### Routed metal, one colour a layer, run 1

Two of the layers only.
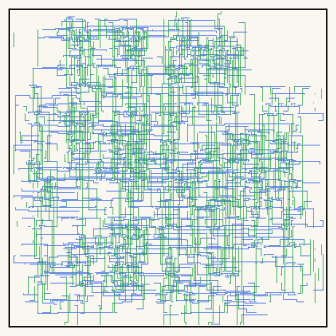
### A small window of the routed layout, run 1

Window x 3 to 43, y 48 to 88 um. Cells in grey, sequential cells in the stronger grey; small squares are vias.
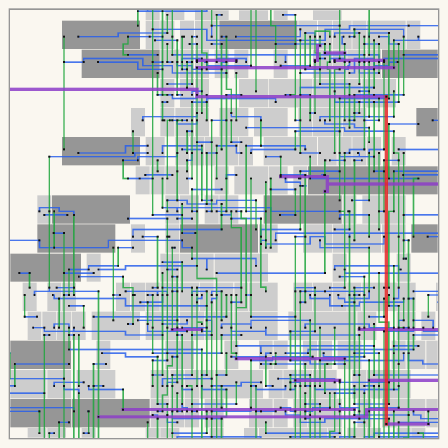
### I/O nets highlighted, run 1

Bar = 20 um.
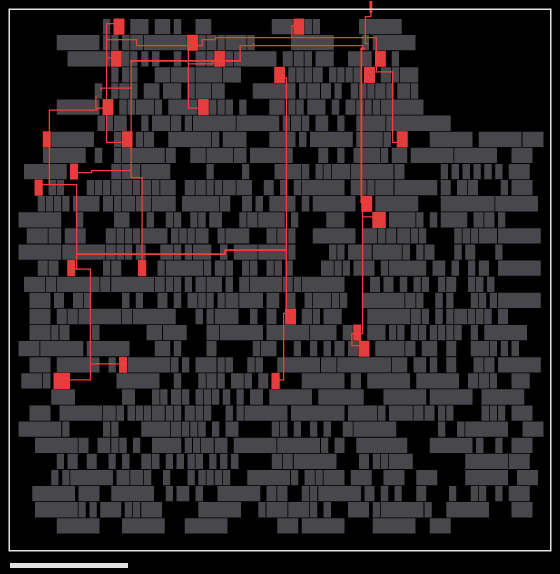
## src/rtl/m16_deframer.sv

```systemverilog
// m16_deframer: receive side of the M16 telemetry framer.
// Oversamples the serial NRZ line, recovers bits, hunts for the group/frame
// marker, verifies it over LOCK_COUNT groups, then streams every 12-bit word
// with its in-group address and group number as a write-strobe stream.
//
// Ports:
//   clk          sampling clock (clk100)
//   reset        synchronous, active-high
//   iSerial      asynchronous NRZ serial input, MSB first
//   oWord        assembled 12-bit word
//   oAddr        word index within group (0 = marker word)
//   oNumGrp      group index within frame (0 until a frame marker is seen)
//   oWrEn        one-cycle strobe qualifying oWord/oAddr/oNumGrp
//   oLocked      high while locked
//   oFrameStart  one-cycle pulse with oWrEn on word 0 of group 0
//   oSyncErr     one-cycle pulse on each bad marker while verifying/locked
module m16_deframer #(
    parameter int          CLKS_PER_BIT   = 32,
    parameter int          WORDS_PER_GRP  = 2048,
    parameter int          GRPS_PER_FRAME = 32,
    parameter logic [11:0] SYNC_WORD      = 12'h72E,
    parameter int          LOCK_COUNT     = 2,
    parameter int          LOSS_COUNT     = 3
) (
    input  logic        clk,
    input  logic        reset,
    input  logic        iSerial,
    output logic [11:0] oWord,
    output logic [10:0] oAddr,
    output logic [4:0]  oNumGrp,
    output logic        oWrEn,
    output logic        oLocked,
    output logic        oFrameStart,
    output logic        oSyncErr
);

    localparam int          PW         = $clog2(CLKS_PER_BIT);
    localparam logic [PW-1:0] PH_LAST  = PW'(CLKS_PER_BIT - 1);
    localparam logic [PW-1:0] PH_EDGE  = PW'(CLKS_PER_BIT / 2 - 1);
    localparam logic [10:0] W_LAST     = 11'(WORDS_PER_GRP - 1);
    localparam logic [4:0]  G_LAST     = 5'(GRPS_PER_FRAME - 1);
    localparam logic [11:0] FRAME_WORD = ~SYNC_WORD;
    localparam logic [7:0]  LOCK_N     = 8'(LOCK_COUNT);
    localparam logic [7:0]  LOSS_N     = 8'(LOSS_COUNT);

    typedef enum logic [1:0] {HUNT, VERIFY, LOCKED} state_t;
    state_t state, stateNext;

    logic          sync1, sync2, sync3;
    logic          edgeDet, bitTick, wordDone, atMarker;
    logic [PW-1:0] phase;
    logic [11:0]   sr, srNext;
    logic          isGrp, isFrame, isMarker;
    logic [3:0]    bitCnt;
    logic [10:0]   wcnt, wcntInc;
    logic [4:0]    gcnt, gcntNext, gcntInc, grpOut;
    logic          gvalid, gvalidNext;
    logic [7:0]    good, goodNext, goodPlus;
    logic [7:0]    miss, missNext, missPlus;
    logic          hit, emit, err, fs;

    assign edgeDet  = sync2 ^ sync3;
    // Edge reload puts the next sample CLKS_PER_BIT/2 cycles later, mid-bit.
    assign bitTick  = (phase == PH_LAST);
    // Word/marker decisions use the word as it will look after this shift.
    assign srNext   = {sr[10:0], sync2};
    assign isGrp    = (srNext == SYNC_WORD);
    assign isFrame  = (srNext == FRAME_WORD);
    assign isMarker = isGrp | isFrame;
    assign wordDone = bitTick && (bitCnt == 4'd11);
    assign atMarker = (wcnt == 11'd0);
    assign wcntInc  = (wcnt == W_LAST) ? 11'd0 : wcnt + 11'd1;
    assign gcntInc  = (gcnt == G_LAST) ? 5'd0 : gcnt + 5'd1;
    assign goodPlus = good + 8'd1;
    assign missPlus = miss + 8'd1;
    assign oLocked  = (state == LOCKED);

    always_ff @(posedge clk) begin
        if (reset) state <= HUNT;
        else       state <= stateNext;
    end

    always_comb begin
        stateNext  = state;
        hit        = 1'b0;
        emit       = 1'b0;
        err        = 1'b0;
        goodNext   = good;
        missNext   = miss;
        gcntNext   = gcnt;
        gvalidNext = gvalid;
        case (state)
            HUNT: begin
                if (bitTick && isMarker) begin
                    hit        = 1'b1;
                    stateNext  = VERIFY;
                    goodNext   = 8'd1;
                    missNext   = 8'd0;
                    gvalidNext = isFrame;
                    if (isFrame) gcntNext = 5'd0;
                end
            end
            VERIFY: begin
                if (wordDone && atMarker) begin
                    if (isMarker) begin
                        goodNext = goodPlus;
                        gcntNext = isFrame ? 5'd0 : gcntInc;
                        if (isFrame) gvalidNext = 1'b1;
                        // The marker that completes verification is the first word out.
                        if (goodPlus >= LOCK_N) begin
                            stateNext = LOCKED;
                            missNext  = 8'd0;
                            emit      = 1'b1;
                        end
                    end else begin
                        err        = 1'b1;
                        stateNext  = HUNT;
                        gvalidNext = 1'b0;
                    end
                end
            end
            LOCKED: begin
                if (wordDone) begin
                    emit = 1'b1;
                    if (atMarker) begin
                        if (isMarker) begin
                            missNext = 8'd0;
                            gcntNext = isFrame ? 5'd0 : gcntInc;
                            if (isFrame) gvalidNext = 1'b1;
                        end else begin
                            // Coast through a bad marker; the loss-causing one is not output.
                            err      = 1'b1;
                            missNext = missPlus;
                            gcntNext = gcntInc;
                            if (missPlus >= LOSS_N) begin
                                emit       = 1'b0;
                                stateNext  = HUNT;
                                gvalidNext = 1'b0;
                            end
                        end
                    end
                end
            end
            default: stateNext = HUNT;
        endcase
    end

    assign grpOut = gvalidNext ? gcntNext : 5'd0;
    assign fs     = emit && atMarker && gvalidNext && (gcntNext == 5'd0);

    always_ff @(posedge clk) begin
        if (reset) begin
            sync1       <= 1'b0;
            sync2       <= 1'b0;
            sync3       <= 1'b0;
            phase       <= '0;
            sr          <= 12'd0;
            bitCnt      <= 4'd0;
            wcnt        <= 11'd0;
            gcnt        <= 5'd0;
            gvalid      <= 1'b0;
            good        <= 8'd0;
            miss        <= 8'd0;
            oWord       <= 12'd0;
            oAddr       <= 11'd0;
            oNumGrp     <= 5'd0;
            oWrEn       <= 1'b0;
            oFrameStart <= 1'b0;
            oSyncErr    <= 1'b0;
        end else begin
            sync1 <= iSerial;
            sync2 <= sync1;
            sync3 <= sync2;
            if (edgeDet)      phase <= PH_EDGE;
            else if (bitTick) phase <= '0;
            else              phase <= phase + PW'(1);
            if (bitTick) begin
                sr <= srNext;
                if (hit) begin
                    // Marker just ended: next bit starts word 1.
                    bitCnt <= 4'd0;
                    wcnt   <= 11'd1;
                end else begin
                    bitCnt <= wordDone ? 4'd0 : bitCnt + 4'd1;
                    if (wordDone) wcnt <= wcntInc;
                end
            end
            gcnt        <= gcntNext;
            gvalid      <= gvalidNext;
            good        <= goodNext;
            miss        <= missNext;
            oWrEn       <= emit;
            oSyncErr    <= err;
            oFrameStart <= fs;
            if (emit) begin
                oWord   <= srNext;
                oAddr   <= wcnt;
                oNumGrp <= grpOut;
            end
        end
    end

endmodule
```

## config.mk

```make
export PLATFORM = sky130hd
export DESIGN_NAME = m16_deframer
export DESIGN_NICKNAME = d
export VERILOG_FILES = /design/src/rtl/m16_deframer.sv
export SDC_FILE = /design/constraint.sdc
export NUM_CORES = 1
export LEC_CHECK = 0
export ABC_AREA = 1
export CAP_MARGIN = 30
export CORE_UTILIZATION = 55
export CTS_CLUSTER_DIAMETER = 150
export DETAILED_ROUTE_END_ITERATION = 10
export GPL_TIMING_DRIVEN = 0
export PLACE_DENSITY = 0.77
export SYNTH_ARGS = -nofsm -noshare
export SYNTH_HDL_FRONTEND = slang
export SYNTH_SLANG_ARGS = --single-unit
```

## constraint.sdc

```tcl
create_clock -name clk -period 2.4 [get_ports clk]
set_input_delay 0.24 -clock clk [delete_from_list [all_inputs] [get_ports clk]]
set_output_delay 0.24 -clock clk [all_outputs]
set_load 0.03 [all_outputs]
```

==> highlights.md, run 1 <==
Status
- **run status** completed

Logic synthesis
- **Post-Synthesis Cell Area** 0.004377 mm^2
- **mean instance size in the synthesized netlist** 6.992 um^2
- **Dominant cell area share** 40.71%
- **Post-synth EDFFs** 0
- **area reported by Yosys stat** 0.004377 mm^2
- **proportion of register bits with asynchronous set or reset after synthesis** 0%
- **and-or/or-and share of the synthesized area** 10.18%
- **basic-gate share of the synthesized area counting and, or, nand and nor cells** 34.33%
- **area fraction in mux cells** 0%
- **Mapped Nets** 644
- **XOR/XNOR Area Share** 2.802%

Final timing
- **RSZ-0062 raised after global routing** yes
- **top achievable clock speed** 421.0 MHz
- **number of failing hold endpoints at the final stage** 0
- **Final Skew** 0.01794 ns
- **endpoints failing setup** 0

Power and ir drop
- **reported combinational group power** 70.6 uW
- **switching power share of the total** 22.98%
- **net switching power** 595.6 uW
- **Internal Dissipation** 1996 uW
- **power share of the sequential group** 57.9%
- **power density over cell area** 496.5 mW/mm^2
- **part of the power in the clock network** 39.4%
- **IR drop worst, VDD** 0.3086 mV

Setup path
- **ordered cell list for the critical path** ha_4 -> and3_4 -> ha_4 -> nand3_2 -> nor2_4 -> nand3_4 -> nand2_4 -> buf_4 -> nand4_1 -> nor2_4 -> inv_2 -> o21ai_1 -> a21oi_1
- **critical path capture point type** flop
- **type of the worst setup path** reg2reg
- **maximum fanout along the worst path** 7

Placed design
- **post-placement setup slack** -0.07432 ns
- **standard cell area after detailed placement** 0.004835 mm^2

Route
- **starting DRC count in detailed routing** 234
- **remaining routing DRC violations** 0
- **ratio of routed vias to standard cells** 5.343
- **total met3 wirelength after detailed routing** 509 um
- **routed len/inst** 13.35 um
- **total number of vias** 4,194

Finish
- **Largest area class, layout** logic gates
- **logic area** 0.002351 mm^2
- **post-route cell area** 0.005220 mm^2
- **commonest non-fill, non-tap cell in the layout** sky130_fd_sc_hd__nand2_1
- **Seq Cell Count** 89
- **non-clock inverter count** 65
- **Syn-to-layout area delta** 19.27%
- **fraction of cell area in non-clock buffers** 9.660%

Clock network
- **clock buffers created by TritonCTS** 9
- **later-pin clock latency in the skew report** 0.36 ns
- **Clock Tree Buf Depth** 2
- **hold buffer count at CTS** 0

Floorplan
- **core area** 0.007727 mm^2
- **number of tap cells inserted** 102
- **floorplan utilization** 56.64%

Back to the opening pictures, 'Routed metal, one colour a layer':
green -> met2  # wire length 5,080 um
blue -> met1  # wire length 4,720 um
global-route usage over all layers: 24.98%
final wirelength: 10,480 um

Back to the opening pictures, 'A small window of the routed layout':
blue -> met1
red -> met4
purple -> met3
green -> met2
sequential cells in the window = 15
cells with their middle in the window = 154
netlist names of flops here include = good (8), gcnt (4)
most frequent = nand2_1 (40), inv_1 (18)

Back to the opening pictures, 'I/O nets highlighted':
red -> reset  # bits 1, direction input, edge top, end cells 26, buffers 3, wire 446 um
IO buf count: 33
number of top-level pins: 35

run 1: registers in the layout, summed over array words and instances (netlist names), 2 cells and up:
| name | flops |
|---|---|
| phase | 5 |
| bitCnt | 4 |
| oNumGrp | 5 |
| good | 8 |
| state | 2 |
| oAddr | 11 |
| miss | 8 |
| oWord | 12 |
| gcnt | 5 |
| sr | 11 |
| wcnt | 11 |
run 1: path summary, 6_finish.rpt:
check / from / to / slack [ns] / cells past startpoint
worst min-delay path: reset / miss[1]$_SDFFE_PP0P_ / 0.35 / 2
worst max register to register: phase[0]$_SDFF_PP0_ / miss[0]$_SDFFE_PP0P_ / 0.02 / 13
worst min register to register: sync1$_SDFF_PP0_ / sync2$_SDFF_PP0_ / 0.41 / 2
worst max-delay path: phase[0]$_SDFF_PP0_ / miss[0]$_SDFFE_PP0P_ / 0.02 / 13
### Clock routing, run 1

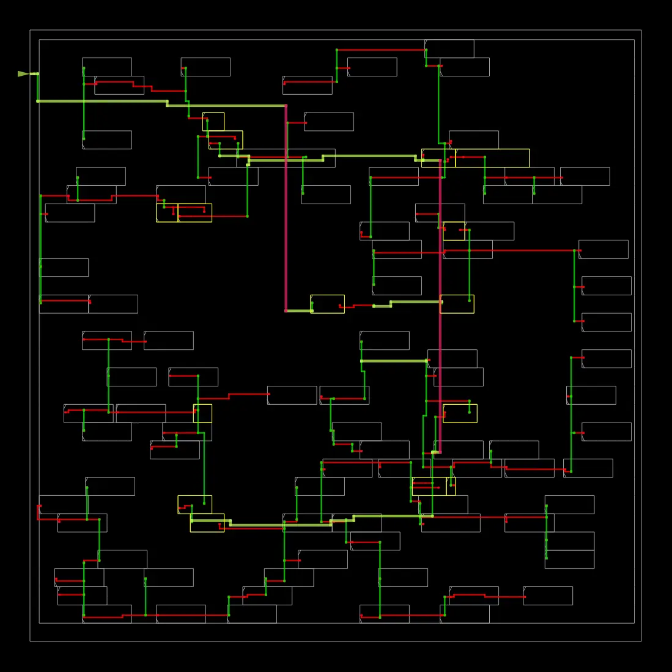

--- run 2 (diff from run 1) ---
- CTS_BUF_LIST: default -> sky130_fd_sc_hd__clkbuf_8
- GPL_TIMING_DRIVEN: 0 -> 1
### Clock routing, run 2

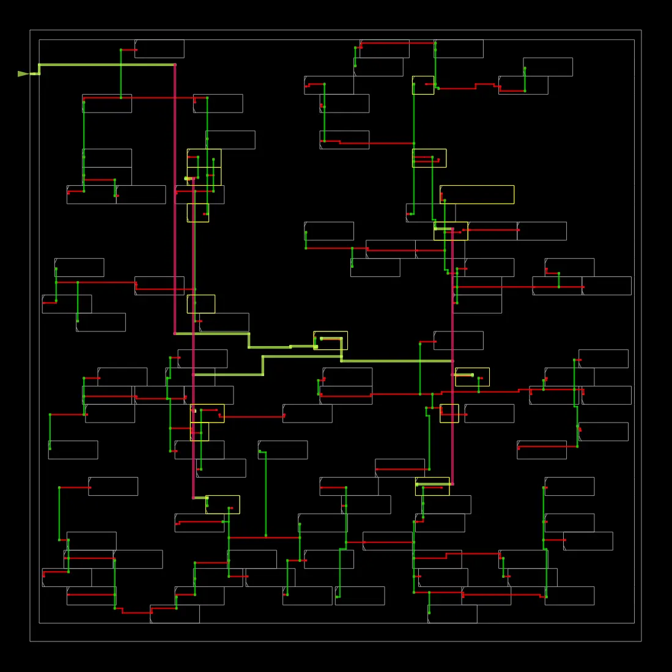
clkbuf count: 9
CTS sink count: 89

==> run 2 against run 1 <==
- setup slack better by 0.067 ns
- global-route usage is 0.63 points lower
- register-to-register slack better by 0.07 ns
- sequential share of layout area is 0.066 points lower
- cell count is 0.76% lower
- cell area is 0.19% higher
- combinational power is 5.5% lower
- synthesized cell count stayed put
- sequential power hardly changed
- hold slack better by 0.059 ns
- critical path type unchanged
- highest routed layer unchanged
==> highlights.md, run 2 <==
Placed design
- **standard cell area after detailed placement** 0.004801 mm^2, was 0.004835 mm^2
- **IO buf count** 34, was 33
- **post-placement setup slack** -0.02075 ns, was -0.07432 ns

Power and ir drop
- **power density over cell area** 499.4 mW/mm^2, was 496.5 mW/mm^2
- **reported combinational group power** 66.7 uW, was 70.6 uW
- **IR drop worst, VDD** 0.3660 mV, was 0.3086 mV
- **switching power share of the total** 23.33%, was 22.98%
- **net switching power** 609.4 uW, was 595.6 uW
- **Internal Dissipation** 2002 uW, was 1996 uW
- **power share of the sequential group** 57.4%, was 57.9%
- **part of the power in the clock network** 40.0%, was 39.4%

Setup path
- **critical path capture point type** flop, unchanged
- **ordered cell list for the critical path** ha_4 -> and3_1 -> ha_2 -> nand3_2 -> nor2_4 -> nand3_4 -> inv_4 -> nand3_4 -> inv_4 -> nand2_2 -> nand2_4 -> buf_4 -> nand2_4 -> o21ai_0 -> nor2_1, was ha_4 -> and3_4 -> ha_4 -> nand3_2 -> nor2_4 -> nand3_4 -> nand2_4 -> buf_4 -> nand4_1 -> nor2_4 -> inv_2 -> o21ai_1 -> a21oi_1
- **total stage count of the critical path** 15, was 13
- **launching instance or port of the critical path** phase[0]$_SDFF_PP0_, unchanged
- **maximum fanout along the worst path** 6, was 7
- **number of cells on the worst reg-to-reg path** 15, was 13
- **internal reg-to-reg setup slack** 0.09 ns, was 0.02 ns
- **capture point of the worst path** oWord[2]$_SDFFE_PP0P_, was miss[0]$_SDFFE_PP0P_
- **FF-to-FF Start** phase[0]$_SDFF_PP0_, unchanged
- **r2r endpoint** oWord[2]$_SDFFE_PP0P_, was miss[0]$_SDFFE_PP0P_
- **type of the worst setup path** reg2reg, unchanged

Route
- **starting DRC count in detailed routing** 277, was 234
- **routed len/inst** 13.21 um, was 13.35 um
- **ratio of routed vias to standard cells** 5.341, was 5.343
- **final wirelength** 10,290 um, was 10,480 um
- **total number of vias** 4,161, was 4,194
- **remaining routing DRC violations** 0, unchanged

Finish
- **non-clock inverter count** 65, unchanged
- **number of flip-flops under the largest register name** 12, unchanged
- **fraction of cell area in non-clock buffers** 9.211%, was 9.660%
- **post-route cell area** 0.005230 mm^2, was 0.005220 mm^2
- **commonest non-fill, non-tap cell in the layout** sky130_fd_sc_hd__nand2_1, unchanged
- **Seq Cell Count** 89, unchanged

Logic synthesis
- **area reported by Yosys stat** 0.004377 mm^2, unchanged
- **and-or/or-and share of the synthesized area** 10.18%, unchanged
- **Post-Synthesis Cell Area** 0.004377 mm^2, unchanged
- **XOR/XNOR Area Share** 2.802%, unchanged
- **area fraction in mux cells** 0%, unchanged
- **Post-synth EDFFs** 0, unchanged
- **mean instance size in the synthesized netlist** 6.992 um^2, unchanged
- **basic-gate share of the synthesized area counting and, or, nand and nor cells** 34.33%, unchanged
- **Dominant cell area share** 40.71%, unchanged

Final timing
- **number of failing hold endpoints at the final stage** 0, unchanged
- **endpoints failing setup** 0, unchanged
- **top achievable clock speed** 433.3 MHz, was 421.0 MHz
- **RSZ-0062 raised after global routing** yes, unchanged

Status
- **run status** completed, unchanged

Clock network
- **later-pin clock latency in the skew report** 0.36 ns, about the same
- **hold buffer count at CTS** 0, unchanged
- **Clock Tree Buf Depth** 2, unchanged

Floorplan
- **number of top-level pins** 35, unchanged
- **core area** 0.007727 mm^2, unchanged
- **floorplan utilization** 56.64%, unchanged

Worst hold path
- **Worst Hold Endpoint** sync1$_SDFF_PP0_, was miss[1]$_SDFFE_PP0P_
- **launch point of the worst hold path** iSerial, was reset

run 2: through the flow:
stage                     power (uW)  setup TNS [ns]  hold slack, ns  instances
after floorplan                 1573               0          0.3470        626
after global placement          1591               0          0.3956        752
after detailed placement        1592        -0.02075          0.4047        752
after CTS                       2622               0          0.4026        767
after global routing            2701         -0.9096          0.4308        779
final                           2612               0          0.4049        779
run 2: metal layers:
layer	share of wire, %	GRT usage, %
met3	4.6	3.601
met1	45	30.65
met2	48	41.60
met5	0	0
met4	1.9	10.05
run 2: what timing repair did:
item | 4_1_cts | 5_1_grt
pin swaps | 0 | 10
gates cloned | 0 | 4
resized | 1 | 42
endpoints found under the setup margin | 2 | 50
setup buffers | 0 | 8
### Sequential cells coloured by netlist name, run 2

Bar = 20 um. Other sequential cells in the stronger grey, the rest of the logic in the fainter grey.
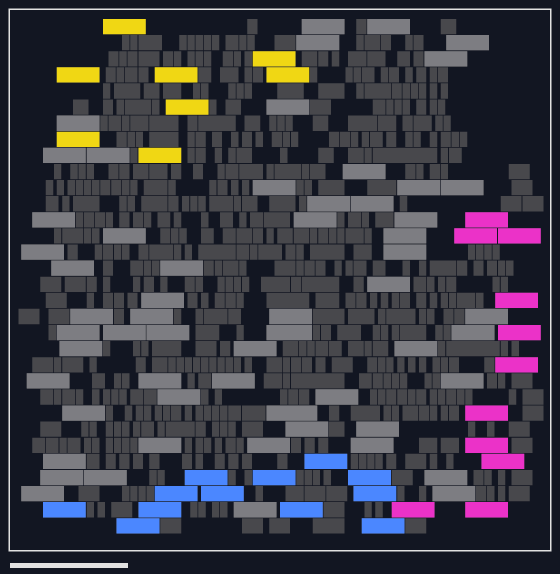

--- run 3 (diff from run 2) ---
- MAX_ROUTING_LAYER: default -> met4
### Sequential cells coloured by netlist name, run 3

Bar = 20 um. Other sequential cells in the stronger grey, the rest of the logic in the fainter grey.
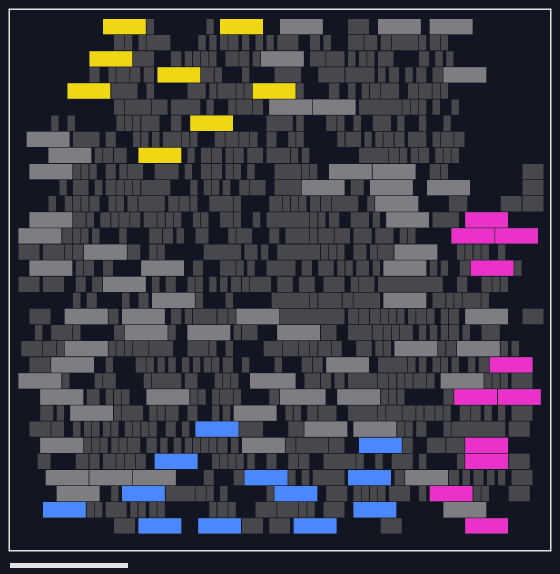
blue -> oWord  # placed flops 12
magenta -> oAddr  # placed flops 11
yellow -> good  # placed flops 8
not coloured = 58

==> run 3 against run 2 <==
- power increased by 2.2%
- clock skew decreased by 0.0038 ns
- critical path type unchanged
- routed wire length increased by 3.2%
- via count increased by 1.4%
- critical endpoint is now oAddr[8]$_SDFFE_PP0P_
- largest power group unchanged
==> highlights.md, run 3 <==
Route
- **final wirelength** 10,620 um, was 10,290 um
- **total met3 wirelength after detailed routing** 561 um, was 477 um
- **ratio of routed vias to standard cells** 5.380, was 5.341
- **highest metal used** met4, unchanged
- **total routed wire length on the met1 layer** 4649 um, was 4653 um
- **met2 WL** 5210 um, was 4957 um
- **total number of vias** 4,218, was 4,161
- **remaining routing DRC violations** 0, unchanged
- **starting DRC count in detailed routing** 238, was 277

Logic synthesis
- **Mapped Nets** 644, unchanged
- **Dominant cell area share** 40.71%, unchanged
- **Post-Synthesis Cell Area** 0.004377 mm^2, unchanged
- **Post-synth EDFFs** 0, unchanged
- **area reported by Yosys stat** 0.004377 mm^2, unchanged

Setup path
- **internal reg-to-reg setup slack** 0.007 ns, was 0.09 ns
- **capture point of the worst path** oAddr[8]$_SDFFE_PP0P_, was oWord[2]$_SDFFE_PP0P_
- **type of the worst setup path** reg2reg, unchanged
- **total stage count of the critical path** 15, unchanged
- **maximum fanout along the worst path** 6, unchanged

Clock network
- **number of gates given a new drive strength after cts** 3, was 1
- **post-CTS setup buffer count** 0, unchanged
- **clock buffers created by TritonCTS** 9, unchanged
- **Clock Tree Buf Depth** 2, unchanged

Global route
- **met3 usage in global routing** 3.099%, was 3.601%
- **highest-utilization routing layer at the global route stage** met2, unchanged
- **fraction of met1 tracks used by global routing** 32.16%, was 30.65%

Placed design
- **post-placement setup slack** -0.07402 ns, was -0.02075 ns
- **standard cell area after detailed placement** 0.004808 mm^2, was 0.004801 mm^2

Power and ir drop
- **IR drop worst, VDD** 0.3809 mV, was 0.3660 mV

Finish
- **Syn-to-layout area delta** 20.61%, was 19.50%
- **number of flip-flops under the largest register name** 12, unchanged
- **logic area** 0.002337 mm^2, was 0.002372 mm^2
- **post-route cell area** 0.005279 mm^2, was 0.005230 mm^2
- **top register by number of flip-flops** oWord, unchanged

Final timing
- **Final Skew** 0.009949 ns, was 0.01377 ns
- **RSZ-0062 raised after global routing** yes, unchanged

Status
- **run status** completed, unchanged

Floorplan
- **core area** 0.007727 mm^2, unchanged
- **floorplan utilization** 56.64%, unchanged

-- run 3: cell counts after synthesis --
Identical to the previous run, type by type.
-- run 3: kinds of logic (layout without fill, tap and decap cells) --
kind of cell	Yosys count	in the layout	synth area share (%)
XOR/XNOR	14	14	2.802
AND-OR/OR-AND	83	83	10.18
AND/OR/NAND/NOR	344	346	34.33
flip-flops	89	89	40.71
adder cells (fa/ha/maj)	15	15	4.288
buffers and inverters	81	135	7.690
-- run 3: area by class of cell --
class                   count  area share (%)
clock inverters             6           1.398
flip-flops and latches     89           33.80
repair buffers             54           10.31
inverters                  65           5.191
clock buffers              10           2.607
multi-input cells         458           44.28
well taps                 102           2.418
-- run 3: where the power goes --
group          switching, uW  internal (uW)  total [uW]
Clock                    581            524        1110
Combinational           42.7           24.4        67.0
Sequential              9.09           1490        1500
Total                    633           2040        2670
Power is estimated from default activity; no workload was simulated.
